Fig. 1: run 1, supply network
Bar = 20 µm. Pins as bars on the die edge.
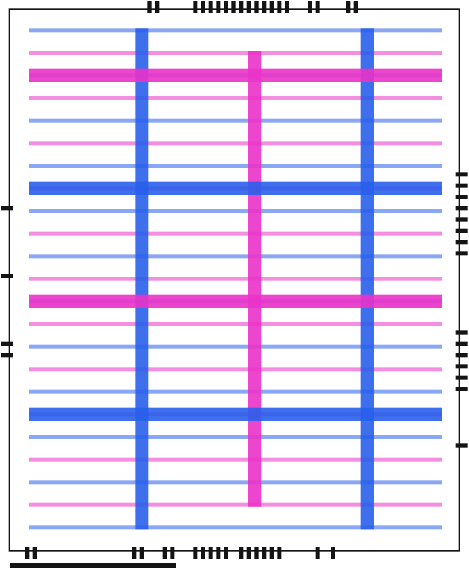
Fig. 2: run 1, clock wires, drivers and flops
Bar = 20 µm.
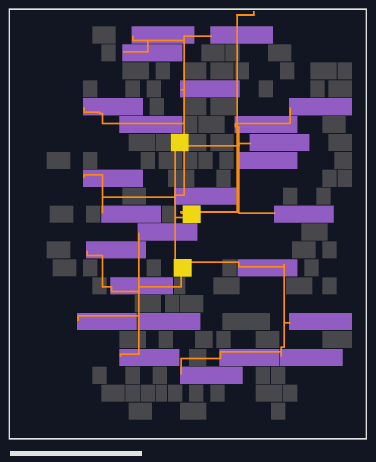
Fig. 3: run 1, placement by cell class
Bar = 20 µm.
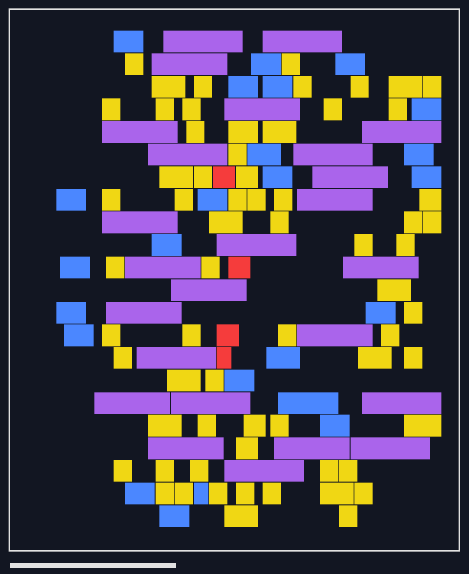
==> config.mk <==
export PLATFORM = sky130hd
export DESIGN_NAME = apb_ucpd_irq_ctrl
export DESIGN_NICKNAME = d
export VERILOG_FILES = /design/src/rtl/apb_ucpd_pkg.sv /design/src/rtl/apb_ucpd_evt_flag.sv /design/src/rtl/apb_ucpd_irq_ctrl.sv
export SDC_FILE = /design/constraint.sdc
export NUM_CORES = 1
export LEC_CHECK = 0
export ABC_CLOCK_PERIOD_IN_PS = 900
export CAP_MARGIN = 40
export CELL_PAD_IN_SITES_DETAIL_PLACEMENT = 0
export CELL_PAD_IN_SITES_GLOBAL_PLACEMENT = 1
export CORE_AREA = 2 2 52 63
export CTS_CLUSTER_DIAMETER = 30
export DETAILED_ROUTE_END_ITERATION = 7
export DIE_AREA = 0 0 54 65
export DONT_BUFFER_PORTS = 1
export GPL_TIMING_DRIVEN = 0
export PLACE_DENSITY = 0.79
export SYNTH_ARGS = -nofsm -noshare
export SYNTH_HDL_FRONTEND = slang
export SYNTH_HIERARCHICAL = 1
export SYNTH_SLANG_ARGS = --single-unit
==> constraint.sdc <==
create_clock -name ic_clk -period 0.9 [get_ports ic_clk]
set_input_delay 0.135 -clock ic_clk [delete_from_list [all_inputs] [get_ports ic_clk]]
set_output_delay 0.135 -clock ic_clk [all_outputs]
set_load 0.02 [all_outputs]
==> flow.log, run 1 <==
[flow] final metrics
INFO  metric worst_hold_path.num_cells = 1
INFO  metric timing.reg2reg.setup_slack = -180 ps
INFO  metric grt_pass1_wl = around 3600 µm
INFO  metric worstPathMaxFanout = 3
INFO  metric crit_path_max_delay_cell_type = sky130_fd_sc_hd__dfrtp_2
INFO  metric violations = hold timing, setup timing
INFO  metric yosys.area_share.adder = 0%
INFO  metric synthMuxAreaShare = 0%
INFO  metric grt_max_degree = 26
INFO  metric setup_ws_final = -183 ps
INFO  metric track_usage = between 10 and 15%
INFO  metric power.internal = around 1500 µW
INFO  metric top_cells_by_area = sky130_fd_sc_hd__dfrtp_1, sky130_fd_sc_hd__and2_1, sky130_fd_sc_hd__nand2b_1, sky130_fd_sc_hd__a21boi_2, sky130_fd_sc_hd__a22oi_1
INFO  metric synthDominantCellAreaShare = 56.0%
INFO  metric maxCapViolations = 0
INFO  metric run_status = finished, violations left
INFO  metric floorplan.die.width = ~54 µm
INFO  metric warnings = 33
INFO  metric synthesis.instances = a little over 90
INFO  metric setup_violators_final = 15
INFO  metric drt_first_iter_violations = 19
INFO  metric worst-r2r-cell-count = 2
INFO  metric cts_buffers = 3
INFO  metric vias_per_cell = roughly 5
INFO  metric pre_cts_slack = -198 ps
INFO  metric xor_area_share = 0%
INFO  metric cp_data_arrival_time = approximately 1300 ps
INFO  metric power_share_of_the_combinational_group = about 14%
INFO  metric grt_pass1_vias = ~860
INFO  metric drc = 0
INFO  metric hold_viol = 23
INFO  metric final_layout_size_suffix_gt1_share = 26.3%
INFO  metric io_pins = roughly 57
INFO  metric layout_top_cells_excl_fill_tap = sky130_fd_sc_hd__and2_1, sky130_fd_sc_hd__nand2b_1, sky130_fd_sc_hd__dlygate4sd3_1, sky130_fd_sc_hd__dfrtp_1
INFO  metric worst_pin_slew = just over 300 ps
INFO  metric netlist.top_cell.by_area = sky130_fd_sc_hd__dfrtp_1
INFO  metric timing.final.crit_share = 120%
INFO  metric postRouteWirelength = 2340 µm
INFO  metric fin_hold_ws = -53.5 ps
INFO  metric netSwitchingFraction = around 26%
INFO  metric switching_power = 540 µW
INFO  metric worst_skew_pair.late_latency = between 300 and 400 ps
INFO  metric period_needed = about 1100 ps
INFO  metric topCombFamilyByArea = simple AND/OR/NAND/NOR gates
INFO  metric yosysWarningCount = 6
INFO  metric timing.critical_path.depth = 2
INFO  metric cts.sinks = 25
INFO  metric max_clock_freq = between 0.9 and 1 GHz
INFO  metric dieArea = ~3500 µm²
INFO  metric finish.net_count = ~160
INFO  metric cts-resized-gates = 11
INFO  metric p_seq_share = between 60% and 70%
INFO  metric total_leakage_power = approximately 0.00060 µW
INFO  metric finalMaxSlewViolations = 0
INFO  metric crit_path_cell_trace = a222oi_1 -> nand4_1
INFO  metric cts_buffer_depth = 2
INFO  metric wire_per_inst = around 15 µm
INFO  metric cpLargestDelayFamily = flip-flops
INFO  metric power_density = roughly 1500 nW/µm²
INFO  metric grt_overflow_total = 0
INFO  metric drt_first_pass_iters = 5
INFO  metric place.gp.congestion = 0.645
-- Fig. 1 (at the start) --
Key: VDD = magenta; VSS = blue
4 straps on met5. The core has 22 rows.
core box area: 2970 µm²
overall die height: 65 µm

-- Fig. 2 (at the start) --
Key: clock drivers = yellow [count 3]; clock wires = orange [length 291 µm]; flip-flops = purple [count 25]
There are 4 routed clock nets.
clk_skew: 3.88 ps
clock power share: 23.8%
clock group total power: 496 µW

-- Fig. 3 (at the start) --
Key: sequential cells = purple [cells 25, share of their area 46%]; remaining buffers and delay cells = blue [cells 24, share of their area 18%]; clock drivers and dummy loads = red [cells 4, share of their area 2.0%]; combinational and other logic = yellow [cells 65, share of their area 34%]
final non-filler cell area: 1440 µm²
standard-cell rows: 22
post-layout utilization of the core: 48.3%

-- run 1: layer usage --
metal	wire length [µm]	vias up	track usage, %
met4	29	0	7.19
li1	-	355	-
met2	1310	23	26.2
met1	873	371	14.9
met3	124	2	2.07
met5	0	-	0
-- run 1: area by class of cell --
| class | instances | area [µm²] |
|---|---|---|
| Buffer | 3 | 27.5 |
| Clock inverter | 1 | 5.00 |
| Timing Repair Buffer | 21 | 220 |
| Tap cell | 36 | 45.0 |
| Sequential cell | 25 | 639 |
| Clock buffer | 3 | 22.5 |
| Fill cell | 286 | 1540 |
| Multi-Input combinational cell | 65 | 477 |
-- run 1: Yosys cell counts, drive strengths merged --
master  instances
a21boi         11
a222oi          1
a22oi           5
and2           24
and3            1
buf             3
dfrtp          25
nand2b         22
nand4           1
==> run 1 -> run 2 <==
--- a/config.mk
+++ b/config.mk
@@ -14,6 +14,7 @@
 export DETAILED_ROUTE_END_ITERATION = 7
 export DIE_AREA = 0 0 54 65
 export DONT_BUFFER_PORTS = 1
+export GPL_ROUTABILITY_DRIVEN = 1
 export GPL_TIMING_DRIVEN = 0
 export PLACE_DENSITY = 0.79
 export SYNTH_ARGS = -nofsm -noshare
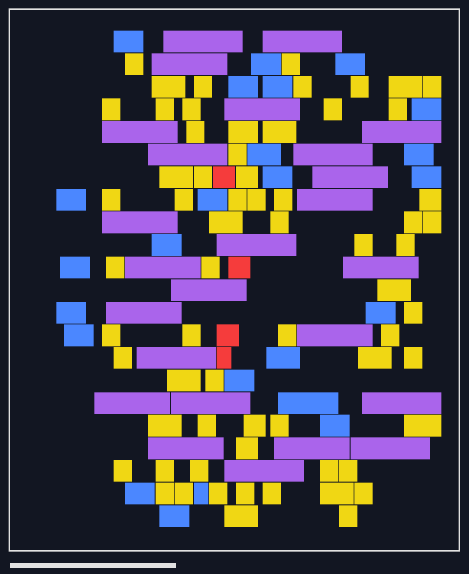
Fig. 4. Placement by cell class (run 2).
Bar = 20 µm.
proportion of cell area occupied by registers: 44.5%

==> flow.log, run 2 <==
[flow] final metrics
INFO  metric timing.reg2reg.setup_slack = -180 ps (about the same)
INFO  metric maxCapViolations = 0 (unchanged)
INFO  metric wl_met3 = 124 µm (unchanged)
INFO  metric io_pins = 57 (unchanged)
INFO  metric vias_per_cell = 4.88 (unchanged)
INFO  metric grt.met2_usage = 26.2% (unchanged)
INFO  metric pre_cts_slack = -198 ps (unchanged)
INFO  metric violations = hold timing, setup timing (unchanged)
INFO  metric worst-r2r-cell-count = 2 (unchanged)
INFO  metric cp_data_arrival_time = 1290 ps (about the same)
INFO  metric final.setup_skew = 3.88 ps (unchanged)
INFO  metric setup_ws_final = -183 ps (unchanged)
INFO  metric flop_cell = sky130_fd_sc_hd__dfrtp_1 (unchanged)
INFO  metric met1_usage = 14.9% (unchanged)
INFO  metric power_density = 1450 nW/µm² (unchanged)
INFO  metric setup_violators_final = 15 (unchanged)
INFO  metric power_share_of_the_combinational_group = 14.0% (about the same)
INFO  metric drt_first_pass_iters = 5 (unchanged)
INFO  metric final_layout_size_suffix_gt1_share = 26.3% (unchanged)
INFO  metric xor_area_share = 0% (unchanged)
INFO  metric drt_first_iter_violations = 19 (unchanged)
INFO  metric grt_pass1_vias = 857 (unchanged)
INFO  metric met3_global_route_usage = 2.07% (unchanged)
INFO  metric synthDominantCellAreaShare = 56.0% (unchanged)
INFO  metric post_synth_most_frequent_cells = sky130_fd_sc_hd__dfrtp_1, sky130_fd_sc_hd__and2_1, sky130_fd_sc_hd__nand2b_1 (unchanged)
INFO  metric power.internal = 1550 µW (unchanged)
INFO  metric top_cells_by_area = sky130_fd_sc_hd__dfrtp_1, sky130_fd_sc_hd__and2_1, sky130_fd_sc_hd__nand2b_1, sky130_fd_sc_hd__a21boi_2, sky130_fd_sc_hd__a22oi_1 (unchanged)
INFO  metric hold_viol = 23 (unchanged)
INFO  metric floorplan.die.width = 54 µm (unchanged)
INFO  metric dieArea = 3510 µm² (unchanged)
INFO  metric placementRows = 22 (unchanged)
INFO  metric clock_power_share = 23.8% (about the same)
INFO  metric track_usage = 14.3% (unchanged)
INFO  metric finalMaxSlewViolations = 0 (unchanged)
INFO  metric worst_hold_path.num_cells = 1 (unchanged)
INFO  metric grt_max_degree = 26 (unchanged)
INFO  metric synth_dominant_cell_count = sky130_fd_sc_hd__dfrtp_1 (unchanged)
INFO  metric yosysWarningCount = 6 (unchanged)
INFO  metric synthesis.instances = 93 (unchanged)
INFO  metric final_core_utilization = 48.3% (unchanged)
INFO  metric worstPathMaxFanout = 3 (unchanged)
INFO  metric cts_buffers = 3 (unchanged)
INFO  metric final_cell_area = 1440 µm² (unchanged)
INFO  metric timing.final.crit_share = 120% (unchanged)
INFO  metric run_status = finished, violations left (unchanged)
INFO  metric fin_hold_ws = -53.5 ps (unchanged)
INFO  metric max_clock_freq = 0.923 GHz (unchanged)
INFO  metric place.gp.congestion = 0.645 (unchanged)
INFO  metric proportion_of_register_bits_with_asynchronous_set_or_reset_after_synthesis = 100% (unchanged)
run 2: cell counts in the layout (fill, tap and decap cells not counted):
No cell type changed its count.
run 2: final cells by class:
| type | instances | area, µm² |
|---|---|---|
| Tap cell | 36 | 45.0 |
| Fill cell | 286 | 1540 |
| Clock buffer | 3 | 22.5 |
| Buffer | 3 | 27.5 |
| Sequential cell | 25 | 639 |
| Timing Repair Buffer | 21 | 220 |
| Multi-Input combinational cell | 65 | 477 |
| Clock inverter | 1 | 5.00 |
run 2: worst max-delay path, stage by stage (launching register included):
cell                       delay [ps]
sky130_fd_sc_hd__dfrtp_2          490
sky130_fd_sc_hd__a222oi_1         360
sky130_fd_sc_hd__nand4_1          130
run 2: what timing repair did:
action | CTS | global route
endpoints found under the hold margin | 50 | 23
setup endpoints to repair | 15 | 15
resized | 11 | 0
No activity file was given, so power comes from the tool's default toggle rates.
